Fig. 1: where the registers sit
Other sequential cells in the stronger grey, the rest of the logic in the fainter grey.
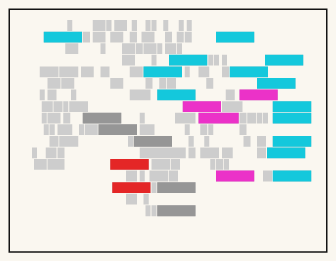
Fig. 2: track usage over the die
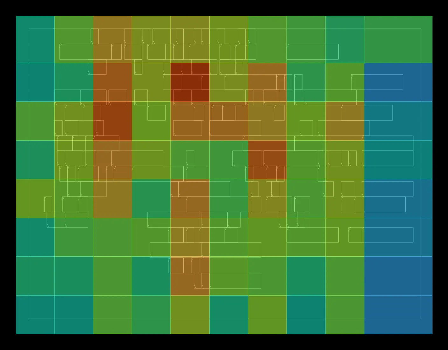
Fig. 3: routed metal, one colour a layer
Only two layers are drawn.
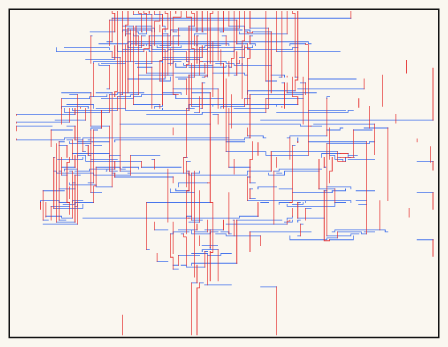
$ cat src/rtl/pkt_seq_scheduler_if.sv
// Framed packet bus between requesters/checker and the scheduler.
// The master side drives requests, payloads and the error flag; the slave side is the scheduler.
interface pkt_seq_scheduler_if #(
    parameter int BUS_SIZE  = 16,
    parameter int WORD_SIZE = 4,
    parameter int NUM_REQ   = 4
);
    localparam int PAY_W = BUS_SIZE - 2 * WORD_SIZE;

    logic [NUM_REQ-1:0]       req;
    logic [NUM_REQ*PAY_W-1:0] payload;
    logic                     err_in;
    logic [NUM_REQ-1:0]       gnt;
    logic [BUS_SIZE-1:0]      data_bus;
    logic                     valid;
    logic                     resync;

    modport master (
        output req, payload, err_in,
        input  gnt, data_bus, valid, resync
    );

    modport slave (
        input  req, payload, err_in,
        output gnt, data_bus, valid, resync
    );
endinterface

$ cat src/rtl/pkt_seq_scheduler.sv
// Round-robin source scheduler: frames the granted payload as {F_CODE, payload, seq}
// and restarts the sequence at 0 after a checker error plus a fixed idle gap.
module pkt_seq_scheduler #(
    parameter int BUS_SIZE   = 16,
    parameter int WORD_SIZE  = 4,
    parameter int NUM_REQ    = 4,
    parameter int RESYNC_GAP = 2
) (
    input  logic              clk,
    input  logic              reset,
    pkt_seq_scheduler_if.slave bus
);
    localparam int PAY_W = BUS_SIZE - 2 * WORD_SIZE;
    localparam int PTR_W = (NUM_REQ > 1) ? $clog2(NUM_REQ) : 1;
    localparam int GAP_W = $clog2(RESYNC_GAP + 1);

    localparam logic [1:0] S_IDLE   = 2'd0;
    localparam logic [1:0] S_SEND   = 2'd1;
    localparam logic [1:0] S_RESYNC = 2'd2;

    logic [1:0]           state;
    logic [PTR_W-1:0]     rr_ptr;
    logic [WORD_SIZE-1:0] seq;
    logic [GAP_W-1:0]     gap_cnt;

    logic                 grant_any;
    logic [PTR_W-1:0]     grant_idx;
    logic [PTR_W:0]       cand;
    logic [NUM_REQ-1:0]   gnt_c;
    logic [PAY_W-1:0]     pay_sel;

    logic [BUS_SIZE-1:0]  data_p1;
    logic                 vld_p1;
    logic                 resync_p1;

    function automatic logic [BUS_SIZE-1:0] frame_word(input logic [PAY_W-1:0] pay,
                                                       input logic [WORD_SIZE-1:0] sq);
        frame_word = {{WORD_SIZE{1'b1}}, pay, sq};
    endfunction

    function automatic logic [PTR_W-1:0] next_ptr(input logic [PTR_W-1:0] idx);
        next_ptr = (idx == PTR_W'(NUM_REQ - 1)) ? '0 : idx + 1'b1;
    endfunction

    // Combinational arbitration: search starts at rr_ptr and wraps modulo NUM_REQ
    always_comb begin
        grant_any = 1'b0;
        grant_idx = '0;
        gnt_c     = '0;
        pay_sel   = '0;
        cand      = '0;
        for (int k = 0; k < NUM_REQ; k++) begin
            cand = {1'b0, rr_ptr} + (PTR_W+1)'(k);
            if (cand >= (PTR_W+1)'(NUM_REQ))
                cand = cand - (PTR_W+1)'(NUM_REQ);
            if (!grant_any && bus.req[cand[PTR_W-1:0]]) begin
                grant_any = 1'b1;
                grant_idx = cand[PTR_W-1:0];
            end
        end
        // An error in the same cycle wins over any request; the payload stays unconsumed
        if (reset || bus.err_in || state == S_RESYNC)
            grant_any = 1'b0;
        for (int i = 0; i < NUM_REQ; i++) begin
            if (grant_idx == PTR_W'(i))
                pay_sel = bus.payload[i*PAY_W +: PAY_W];
        end
        if (grant_any)
            gnt_c[grant_idx] = 1'b1;
    end

    assign bus.gnt = gnt_c;

    // Stage p1: registered framed word, valid and resync pulse
    always_ff @(posedge clk or posedge reset) begin
        if (reset) begin
            state     <= S_IDLE;
            rr_ptr    <= '0;
            seq       <= WORD_SIZE'(1);
            gap_cnt   <= '0;
            data_p1   <= '0;
            vld_p1    <= 1'b0;
            resync_p1 <= 1'b0;
        end else begin
            data_p1   <= '0;
            vld_p1    <= 1'b0;
            resync_p1 <= 1'b0;
            case (state)
                S_RESYNC: begin
                    if (gap_cnt == GAP_W'(RESYNC_GAP - 1)) begin
                        gap_cnt   <= '0;
                        seq       <= '0;
                        resync_p1 <= 1'b1;
                        state     <= S_IDLE;
                    end else begin
                        gap_cnt <= gap_cnt + 1'b1;
                    end
                end
                default: begin
                    if (bus.err_in) begin
                        gap_cnt <= '0;
                        state   <= S_RESYNC;
                    end else if (grant_any) begin
                        data_p1 <= frame_word(pay_sel, seq);
                        vld_p1  <= 1'b1;
                        seq     <= seq + 1'b1;
                        rr_ptr  <= next_ptr(grant_idx);
                        state   <= S_SEND;
                    end else begin
                        state <= S_IDLE;
                    end
                end
            endcase
        end
    end

    assign bus.data_bus = data_p1;
    assign bus.valid    = vld_p1;
    assign bus.resync   = resync_p1;
endmodule

$ cat src/flat_wrapper.sv
// flat-port wrapper written by rule: the top's interface ports become plain ports
module pkt_seq_scheduler_flat 
#(
    parameter int BUS_SIZE   = 16,
    parameter int WORD_SIZE  = 4,
    parameter int NUM_REQ    = 4,
    parameter int RESYNC_GAP = 2
)
  (clk, reset, bus_req, bus_payload, bus_err_in, bus_gnt, bus_data_bus, bus_valid, bus_resync);
  pkt_seq_scheduler_if #(.BUS_SIZE(BUS_SIZE), .WORD_SIZE(WORD_SIZE), .NUM_REQ(NUM_REQ)) bus_i ();
  input  logic clk;
  input  logic reset;
  input wire logic [$bits(bus_i.req)-1:0] bus_req;
  input wire logic [$bits(bus_i.payload)-1:0] bus_payload;
  input wire logic [$bits(bus_i.err_in)-1:0] bus_err_in;
  output wire logic [$bits(bus_i.gnt)-1:0] bus_gnt;
  output wire logic [$bits(bus_i.data_bus)-1:0] bus_data_bus;
  output wire logic [$bits(bus_i.valid)-1:0] bus_valid;
  output wire logic [$bits(bus_i.resync)-1:0] bus_resync;
  assign bus_i.req = bus_req;
  assign bus_i.payload = bus_payload;
  assign bus_i.err_in = bus_err_in;
  assign bus_gnt = bus_i.gnt;
  assign bus_data_bus = bus_i.data_bus;
  assign bus_valid = bus_i.valid;
  assign bus_resync = bus_i.resync;
  pkt_seq_scheduler #(.BUS_SIZE(BUS_SIZE), .WORD_SIZE(WORD_SIZE), .NUM_REQ(NUM_REQ), .RESYNC_GAP(RESYNC_GAP)) u_core (.clk(clk), .reset(reset), .bus(bus_i));
endmodule
$ cat config.mk
export PLATFORM = sky130hd
export DESIGN_NAME = pkt_seq_scheduler_flat
export DESIGN_NICKNAME = d
export VERILOG_FILES = /design/src/rtl/pkt_seq_scheduler_if.sv /design/src/rtl/pkt_seq_scheduler.sv /design/src/flat_wrapper.sv
export SDC_FILE = /design/constraint.sdc
export NUM_CORES = 1
export LEC_CHECK = 0
export CAP_MARGIN = 10
export CORE_ASPECT_RATIO = 0.75
export CORE_MARGIN = 2
export CORE_UTILIZATION = 35
export DETAILED_ROUTE_END_ITERATION = 10
export DONT_BUFFER_PORTS = 1
export HOLD_SLACK_MARGIN = 0.06
export PLACE_DENSITY_LB_ADDON = 0.2
export SYNTH_ARGS = -nofsm -noshare
export SYNTH_HDL_FRONTEND = slang
export SYNTH_SLANG_ARGS = --single-unit
$ cat constraint.sdc
create_clock -name clk -period 3.4 [get_ports clk]
set_clock_uncertainty 0.2 [all_clocks]
set_input_delay 0.51 -clock clk [delete_from_list [all_inputs] [get_ports clk]]
set_output_delay 0.51 -clock clk [all_outputs]
set_load 0.01 [all_outputs]
==> Changelog: implementation <==
### Changed

- Commonest Layout Cell: dfrtp_1
- Clk slew on worst S/H paths: 90 ps
- Register area: 601.8 um^2
- Power Total: 0.001032 W
- Layout cells sized above 1: 0.08397
- Count of input and output buffers: 0
- Hold Vio Cnt, Final: 0
- Row cnt: 19
- EDFF count, synth: 0
- Non-clock buffer count: 1
- #FFs+latches synth: 24
- Worst R2R Path Depth: 9
- Adder-Cell Fraction of Synth Area: 0.04831
- Register area share after synthesis: 0.4647
- Dominant kind of combinational cell: AND-OR/OR-AND gates
- TritonCTS buffer count: 3
- Post-Syn Instances: 138
- Num tapcells: 52
- Most frequent cells in the layout: dfrtp_1 (23), nand2_1 (16), inv_1 (14)
- Internal Power: 0.0006561 W
- Vias in the first global route: 879
- CP delay by family, top: AND-OR/OR-AND gates
- Sequential share of power: 0.388
- Net Sw Frac: 0.3643
- Post-Route WL: 2905 um
- Period utilization: 0.8264
- Initial antenna violation count: 0
- Final #Nets: 176
- HP Class: primary input to asynchronous set/reset pin
- Hold-fix buffers, CTS: 0
- Met2 routed WL: 1224 um
- Chip width: 74.24 um
- Drt initial violations: 96
- Multiplexer share: 0.007729
- Final non-clock buffer share: 0.005479
- Crit path largest cell delay: 460 ps
- Status: complete, no violations
- Critical path startpoint: u_core.rr_ptr[1]
- Clk. pwr: 0.000249 W
- Final Max Slew Viols: 0
- P_comb: 0.000383 W
- GRT Total Usage: 0.1405
- Die area: 4208 um^2
- Fin area: 1370 um^2
- Area fraction in xor and xnor cells: 0
- Met3 track demand over resource: 0.04129
- GR peak layer: met1
- MaxCap Viol Count: 0
- Root Buffer: clkbuf_8
- CP max stage cell: nor2b_1
- Compound Share, Synth: 0.2203
- Via Count: 957
- Post-route insts no fill: 183
- Worst vdd ir: 0.0002559 V
- Area contributors post-synth: dfrtp_1 (44%), ha_1 (4.8%), a211o_1 (4.7%), a221oi_1 (4.7%), nand2_1 (4.6%)
- Log Warnings: 29
- Met1 WL: 1457 um
- Hpwl dp: 2216 um
- Antenna-violating nets left: 0
- Setup crit end kind: flop
- Max frequency: 355.9 MHz
- Fillers: 387
- Antenna cells: 0
- Clock Network Area Fraction: 0.05205
Notes on Fig. 1 above:
legend:
  u_core.seq:
    colour: magenta
    placed_flops: 4
  u_core.bus.data_bus:
    colour: cyan
    placed_flops: 13
  u_core.gap_cnt:
    colour: red
    placed_flops: 2
not coloured: 5

Notes on Fig. 2 above:
met2 usage: 0.1735
detailed-route wire length per cell: 15.87 um

Notes on Fig. 3 above:
legend:
  met2:
    colour: red
    wire_length: 1220 um
  met1:
    colour: blue
    wire_length: 1460 um

Power is estimated from default activity; no workload was simulated.
